$ cat src/rtl/mem_sram_ctrl.sv
// Bridges a 32-bit MEM-stage load/store to a 16-bit asynchronous SRAM.
// Each word is moved as two halfword phases (low, then high).
module mem_sram_ctrl #(
  parameter int WAIT_CYCLES = 1
) (
  input  logic        clk,
  input  logic        rst,
  input  logic        mem_read,
  input  logic        mem_write,
  input  logic [31:0] address,
  input  logic [31:0] write_data,
  output logic [31:0] read_data,
  output logic        ready,
  output logic [17:0] sram_addr,
  output logic [15:0] sram_dq_out,
  output logic        sram_dq_oe,
  input  logic [15:0] sram_dq_in,
  output logic        sram_we_n
);

  typedef enum logic [1:0] {IDLE, LOW, HIGH, DONE} state_t;

  localparam logic [2:0] LAST_PHASE = 3'(WAIT_CYCLES);

  state_t      state_q, state_d;
  logic [2:0]  phase_q, phase_d;
  logic        is_wr_q, is_wr_d;
  logic [16:0] word_q, word_d;
  logic [31:0] wdata_q, wdata_d;
  logic [31:0] rdata_q, rdata_d;
  logic [17:0] sram_addr_q, sram_addr_d;
  logic [15:0] dq_out_q, dq_out_d;
  logic        dq_oe_q, dq_oe_d;
  logic        we_n_q, we_n_d;

  logic        req;
  logic        last_phase;
  logic [31:0] rel_addr;
  logic        unused_addr_bits;

  // The data segment starts at byte 1024; the SRAM sees word offsets from there.
  assign req              = mem_read | mem_write;
  assign rel_addr         = address - 32'd1024;
  assign unused_addr_bits = ^{rel_addr[31:19], rel_addr[1:0]};
  assign last_phase       = (phase_q == LAST_PHASE);
  assign ready            = (state_q == DONE) || ((state_q == IDLE) && !req);

  always_comb begin
    state_d = state_q;
    phase_d = phase_q;
    is_wr_d = is_wr_q;
    word_d  = word_q;
    wdata_d = wdata_q;
    rdata_d = rdata_q;
    case (state_q)
      IDLE: begin
        if (req) begin
          state_d = LOW;
          phase_d = 3'd0;
          is_wr_d = mem_write;
          word_d  = rel_addr[18:2];
          wdata_d = write_data;
        end
      end
      LOW: begin
        if (last_phase) begin
          state_d = HIGH;
          phase_d = 3'd0;
          if (!is_wr_q) rdata_d[15:0] = sram_dq_in;
        end else begin
          phase_d = phase_q + 3'd1;
        end
      end
      HIGH: begin
        if (last_phase) begin
          state_d = DONE;
          phase_d = 3'd0;
          if (!is_wr_q) rdata_d[31:16] = sram_dq_in;
        end else begin
          phase_d = phase_q + 3'd1;
        end
      end
      DONE:    state_d = IDLE;
      default: state_d = IDLE;
    endcase
  end

  // SRAM pins are registered from the next state so they change cleanly with it.
  always_comb begin
    sram_addr_d = '0;
    dq_out_d    = '0;
    dq_oe_d     = 1'b0;
    we_n_d      = 1'b1;
    if ((state_d == LOW) || (state_d == HIGH)) begin
      sram_addr_d = {word_d, (state_d == HIGH)};
      if (is_wr_d) begin
        dq_oe_d  = 1'b1;
        we_n_d   = 1'b0;
        dq_out_d = (state_d == HIGH) ? wdata_d[31:16] : wdata_d[15:0];
      end
    end
  end

  always_ff @(posedge clk) begin
    if (rst) begin
      state_q     <= IDLE;
      phase_q     <= '0;
      is_wr_q     <= 1'b0;
      word_q      <= '0;
      wdata_q     <= '0;
      rdata_q     <= '0;
      sram_addr_q <= '0;
      dq_out_q    <= '0;
      dq_oe_q     <= 1'b0;
      we_n_q      <= 1'b1;
    end else begin
      state_q     <= state_d;
      phase_q     <= phase_d;
      is_wr_q     <= is_wr_d;
      word_q      <= word_d;
      wdata_q     <= wdata_d;
      rdata_q     <= rdata_d;
      sram_addr_q <= sram_addr_d;
      dq_out_q    <= dq_out_d;
      dq_oe_q     <= dq_oe_d;
      we_n_q      <= we_n_d;
    end
  end

  assign read_data   = rdata_q;
  assign sram_addr   = sram_addr_q;
  assign sram_dq_out = dq_out_q;
  assign sram_dq_oe  = dq_oe_q;
  assign sram_we_n   = we_n_q;

endmodule

$ cat config.mk
export PLATFORM = sky130hd
export DESIGN_NAME = mem_sram_ctrl
export DESIGN_NICKNAME = d
export VERILOG_FILES = /design/src/rtl/mem_sram_ctrl.sv
export SDC_FILE = /design/constraint.sdc
export NUM_CORES = 1
export LEC_CHECK = 0
export CAP_MARGIN = 20
export CORE_AREA = 4 4 110 112
export DETAILED_ROUTE_END_ITERATION = 6
export DIE_AREA = 0 0 114 116
export PLACE_DENSITY = 0.76
export SLEW_MARGIN = 0
export SYNTH_ARGS = -nofsm -noshare
export SYNTH_HDL_FRONTEND = slang
export SYNTH_SLANG_ARGS = --single-unit
$ cat constraint.sdc
create_clock -name clk -period 3.3 [get_ports clk]
set_input_delay 0.66 -clock clk [delete_from_list [all_inputs] [get_ports clk]]
set_output_delay 0.66 -clock clk [all_outputs]
set_load 0.005 [all_outputs]
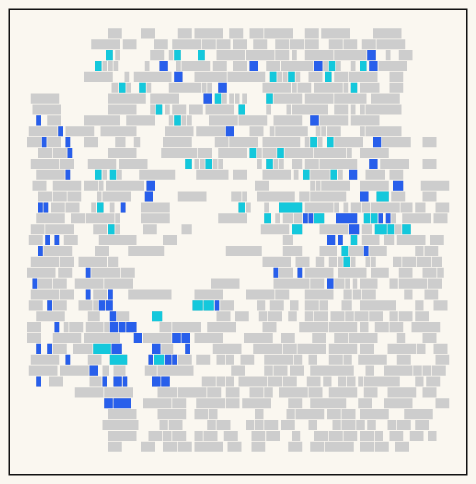
**Above:** run 1 (logic cells by family).
(4 px per um)
Key: blue = nor cells [cells 75, most used nor2_1]; cyan = aoi and oai cells [cells 50, most used a21oi_1]
Comb/total area: 0.328
Final Non-Filler Cells: 781
Top cell excl fill/tap: clkdlybuf4s50_1

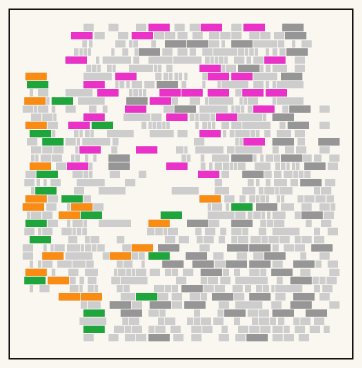
**Above:** run 1 (where the registers sit).
(3 px per um) Other sequential cells in the stronger grey, the rest of the logic in the fainter grey.
Key: orange = word_q [placed flops 17]; magenta = wdata_q [placed flops 32]; green = sram_addr [placed flops 18]
Another 56 sequential cells are not coloured.
FF+latch area: 2460 um2
Seq/total area: 0.350
Seq power: 1.71 mW
post-layout util: 0.626

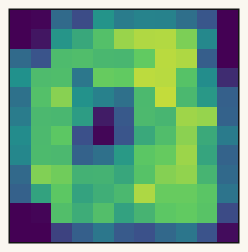
**Above:** run 1 (local utilization).
(2 px per um) The die is cut into 11 by 12 equal tiles; dark purple is low, yellow is high, 0 to 100% covered.
20% of the tiles are over 75% full. The fullest tile reaches 91%. The densest ninth of the die: top centre.

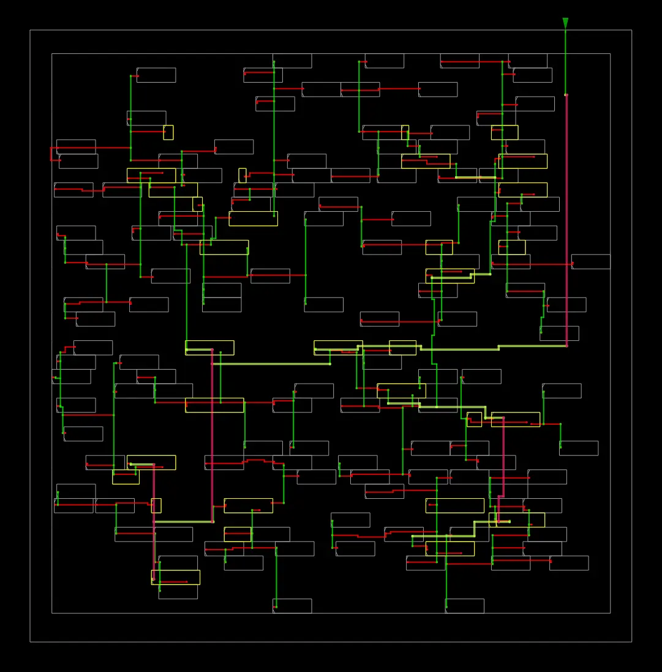
**Above:** run 1 (clock nets).
CLK BUF: 26
CTS Buf Count: 17
CTS Sinks: 123
Latency at later pin: 0.41 ns
Clock Skews: 0.00898 ns

==> GITHUB_STEP_SUMMARY, run 1 <==
## Synthesis and layout report

| Metric | Value |
|---|---|
| Status | finished, final reports clean |
| Tool Warnings | 46 |
| # rows | 39 |
| Via density | 5.02 |
| Data arrival time of the worst path | 2.40 ns |
| Area growth syn-to-layout | 41.0% |
| DIE WIDTH | 114 um |
| Worst reg2reg setup slack | 0.35 ns |
| RR Startpoint | state_q[0] |
| # Cells Yosys | 490 |
| Bufs and invs on worst path | 2 |
| Vias in the first global route | 4000 |
| GRT overflow | 0 |
| FFs w/ async S/R, synth | 0 |
| Initial antenna violation count | 0 |
| Cell family contributing the most delay on the critical path | simple AND/OR/NAND/NOR gates |
| Hold path cells | 2 |
| Clock Power Share | 0.417 |
| R2r endpoint | sram_dq_out[3] |
| Hold Path Class | flip-flop to flip-flop |
| DR DRC count | 0 |
| Setup TNS | 0 ns |
| Crit-path slowest cell | or3b_2 |
| Synthesized Nets | 580 |
| Global-route wire length before repair | 19.3 mm |
| Ant. Diodes | 0 |
| Synth warn | 0 |
| HP Start | wdata_q[16] |
| Worst EP required | 2.64 ns |
| Post-DP HPWL | 8.39 mm |
| Leakage power | 2.79 nW |
| Synth Instances | 490 |
| I/O Pins | 153 |
| Seq pwr share | 0.386 |
| Psw | 1.10 mW |
| Top_reg_cell synth | dfxtp_1 |
run 1: synth_stat cells (all sizes together), types with 2 or more instances:
master	count	area [um2]
a211oi	6	55.1
a21oi	34	170
and2	3	18.8
and4	4	35.0
buf	19	138
clkbuf	13	48.8
dfxtp	123	2460
ha	6	75.1
inv	7	26.3
mux2i	43	430
mux4	16	390
nand2	68	255
nand2b	50	313
nor2	36	135
nor2b	17	106
nor3	6	30.0
nor3b	4	30.0
nor4	11	75.1
o21a	2	15.0
o21ai	5	36.3
run 1: how the worst max path moves through the flow:
stage	start	to	slack, ns	cells after the start
2_1_floorplan	state_q[0]	sram_dq_out[10]	0.55	12
3_5_place_dp	mem_write	sram_dq_out[5]	0.08	9
4_1_cts	state_q[0]	ready	0.24	5
3_3_place_gp	mem_write	sram_dq_out[4]	0.17	9
6_report	state_q[0]	ready	0.24	5
5_1_grt	state_q[0]	sram_dq_out[3]	0.13	10
run 1: metrics by stage:
stage | hold slack, ns | std cells | setup WS (ns) | power [mW] | instance area (um2)
2_1_floorplan | 0.432 | 490 | 0.555 | 2.29 | 4980
3_3_place_gp | 0.436 | 749 | 0.170 | 2.59 | 6420
3_5_place_dp | 0.445 | 749 | 0.0824 | 2.62 | 6420
4_1_cts | 0.452 | 781 | 0.242 | 4.49 | 7030
5_1_grt | 0.470 | 781 | 0.132 | 4.66 | 7030
6_report | 0.452 | 781 | 0.245 | 4.44 | 7030
run 1: flip-flops by register name (all words and copies together), names as in the netlist:
signal	cells
sram_dq_oe	1
phase_q	3
wdata_q	32
read_data	32
sram_we_n	1
sram_addr	18
sram_dq_out	16
word_q	17
is_wr_q	1
state_q	2
run 1: metal layers:
metal  routed length, um  vias to the layer above  GRT usage
li1                    -                     1945          -
met1                5070                     1858      0.218
met2                6050                      101      0.311
met3                 665                       16     0.0611
met4                 217                        0     0.0879
met5                   0                        -          0
run 1: final cells by class:
class,instances,area (um2)
Sequential cell,123,2460
Clock buffer,26,519
Timing Repair Buffer,148,1450
Multi-Input combinational cell,327,2300
Fill cell,943,4200
Inverter,8,30.0
Tap cell,143,179
Clock inverter,6,82.6
run 1: power groups by stage:
stage,clock (mW),combinational (mW),sequential [mW]
after CTS,1.89,0.881,1.71
after global routing,1.96,0.964,1.73
after floorplan,0,0.547,1.74
final,1.85,0.872,1.71
after detailed placement,0,0.875,1.75
after global placement,0,0.854,1.74
run 1: tightest hold or removal path: stages, from the launching register on:
cell	delay (ns)
dfxtp_1	0.30
nand2_1	0.05
a21oi_1	0.05
run 1: kinds of logic after synthesis:
family          synth area share
buf+inv                   0.0434
simple gates               0.212
compound gates            0.0670
flops                      0.494
xor+xnor                 0.00352
mux                        0.165
fa+ha+maj                 0.0151
==> run 1 -> run 2 <==
--- a/config.mk
+++ b/config.mk
@@ -10,6 +10,7 @@
 export DETAILED_ROUTE_END_ITERATION = 6
 export DIE_AREA = 0 0 114 116
 export PLACE_DENSITY = 0.76
+export REMOVE_ABC_BUFFERS = 1
 export SLEW_MARGIN = 0
 export SYNTH_ARGS = -nofsm -noshare
 export SYNTH_HDL_FRONTEND = slang
==> run 2 against run 1 <==
Cell area increased by 0.45%; first-iteration DRC count decreased by 37%; utilization increased by 0.28 points; sequential share of layout area decreased by 0.16 points; largest cell class unchanged.
==> GITHUB_STEP_SUMMARY, run 2 <==
## Synthesis and layout report

| Metric | Value |
|---|---|
| Status | finished, final reports clean |
| HP Start | wdata_q[17] |
| Latency at later pin | 0.41 ns |
| # Cells Yosys | 490 |
| # rows | 39 |
| FFs w/ async S/R, synth | 0 |
| Initial antenna violation count | 0 |
| Pre-CTS setup slack | 0.227 ns |
| Global-route wire length before repair | 19.1 mm |
| CTS Sinks | 123 |
| Fill cells | 910 |
| Clock Skews | 0.0130 ns |
| Hold Path Class | flip-flop to flip-flop |
| Min cycle time layout | 3.05 ns |
| Nets@finish | 714 |
| Mapped cell area | 4980 um2 |
| Synth warn | 0 |
| Yosys top cell by area | dfxtp_1 |
| Final Max Tran Viols | 0 |
| Synth Instances | 490 |
| Leakage power | 2.80 nW |
| Data arrival time of the worst path | 2.39 ns |
| Top_reg_cell synth | dfxtp_1 |
| Tool Warnings | 43 |
| Setup slack after layout | 0.249 ns |
| Die H | 116 um |
| Area share, top type | 0.494 |
| Top cell excl fill/tap | clkdlybuf4s50_1 |
| Power Dens Cells | 633 nW/um2 |
| I/O Pins | 153 |
| Overall Power | 4.47 mW |
| Most instantiated cells after synthesis | dfxtp_1 (123), nand2_1 (68), nand2b_1 (50) |
| Worst EP required | 2.64 ns |
| Area growth syn-to-layout | 41.6% |
| Via density | 5.03 |
| DP Area | 6450 um2 |
| Post-DP HPWL | 8.08 mm |
| Ranking of synthesized cells by area | dfxtp_1 (49%), mux2i_1 (8.6%), nand2b_1 (6.3%) |
| Most common cell in the synthesized netlist | dfxtp_1 |
| Setup TNS | 0 ns |
| DIE WIDTH | 114 um |
| EDFF count, synth | 0 |
## run 2: through the flow
stage               utilization  hold WS [ns]  std cells
finish                    0.629         0.448        779
global route              0.629         0.465        779
CTS                       0.629         0.452        779
detailed placement        0.575         0.444        748
global placement          0.575         0.437        748
floorplan                     -         0.425        458
## run 2: area by class of cell
cell class	instances	area, um2	area share
clock buffers	23	488	0.0691
clock inverters	8	115	0.0163
inverters	8	30.0	0.00425
multi-input cells	327	2300	0.327
flip-flops and latches	123	2460	0.349
well taps	143	179	0.0254
repair buffers	147	1480	0.210
## run 2: power by group
part	internal (mW)	switching, mW
combinational	0.472	0.407
sequential	1.65	0.0617
clock	1.26	0.621
total	3.38	1.09
## run 2: cell families after synthesis
kind of cell / Yosys count / synth area share
xor+xnor: 2 / 0.00352
compound gates: 54 / 0.0670
mux: 59 / 0.165
buf+inv: 40 / 0.0434
flops: 123 / 0.494
simple gates: 206 / 0.212
fa+ha+maj: 6 / 0.0151
## run 2: metal layers
metal | vias up | part of all wire | global-route usage | routed length [um]
li1 | 1945 | - | - | -
met1 | 1870 | 0.41 | 0.209 | 4870
met5 | - | 0 | 0 | 0
met4 | 0 | 0.0098 | 0.0649 | 116
met3 | 8 | 0.065 | 0.0804 | 768
met2 | 99 | 0.51 | 0.310 | 6080
## run 2: path summary, 6_finish.rpt
| kind | end | slack [ns] | cells past startpoint |
|---|---|---|---|
| setup / recovery | ready | 0.25 | 5 |
| hold / removal | wdata_q[17] | 0.45 | 2 |
| setup reg to reg | sram_addr[15] | 0.44 | 9 |
| hold reg to reg | wdata_q[17] | 0.45 | 2 |
## run 2: worst max-delay path: stages, from the launching register on
cell and delay [ns]:
dfxtp_1 0.35, inv_1 0.10, ha_1 0.37, or3b_2 0.55, nand2b_1 0.10, clkdlybuf4s50_1 0.52
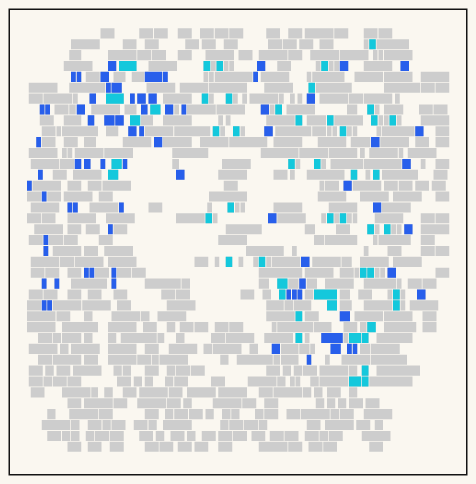
**Above:** run 2 (logic cells by family).
(4 px per um)
Key: cyan = aoi and oai cells [cells 50, most used a21oi_1]; blue = nor cells [cells 75, most used nor2_1]
Comb/total area: 0.327
Final Non-Filler Cells: 779

No activity file was given, so power comes from the tool's default toggle rates.
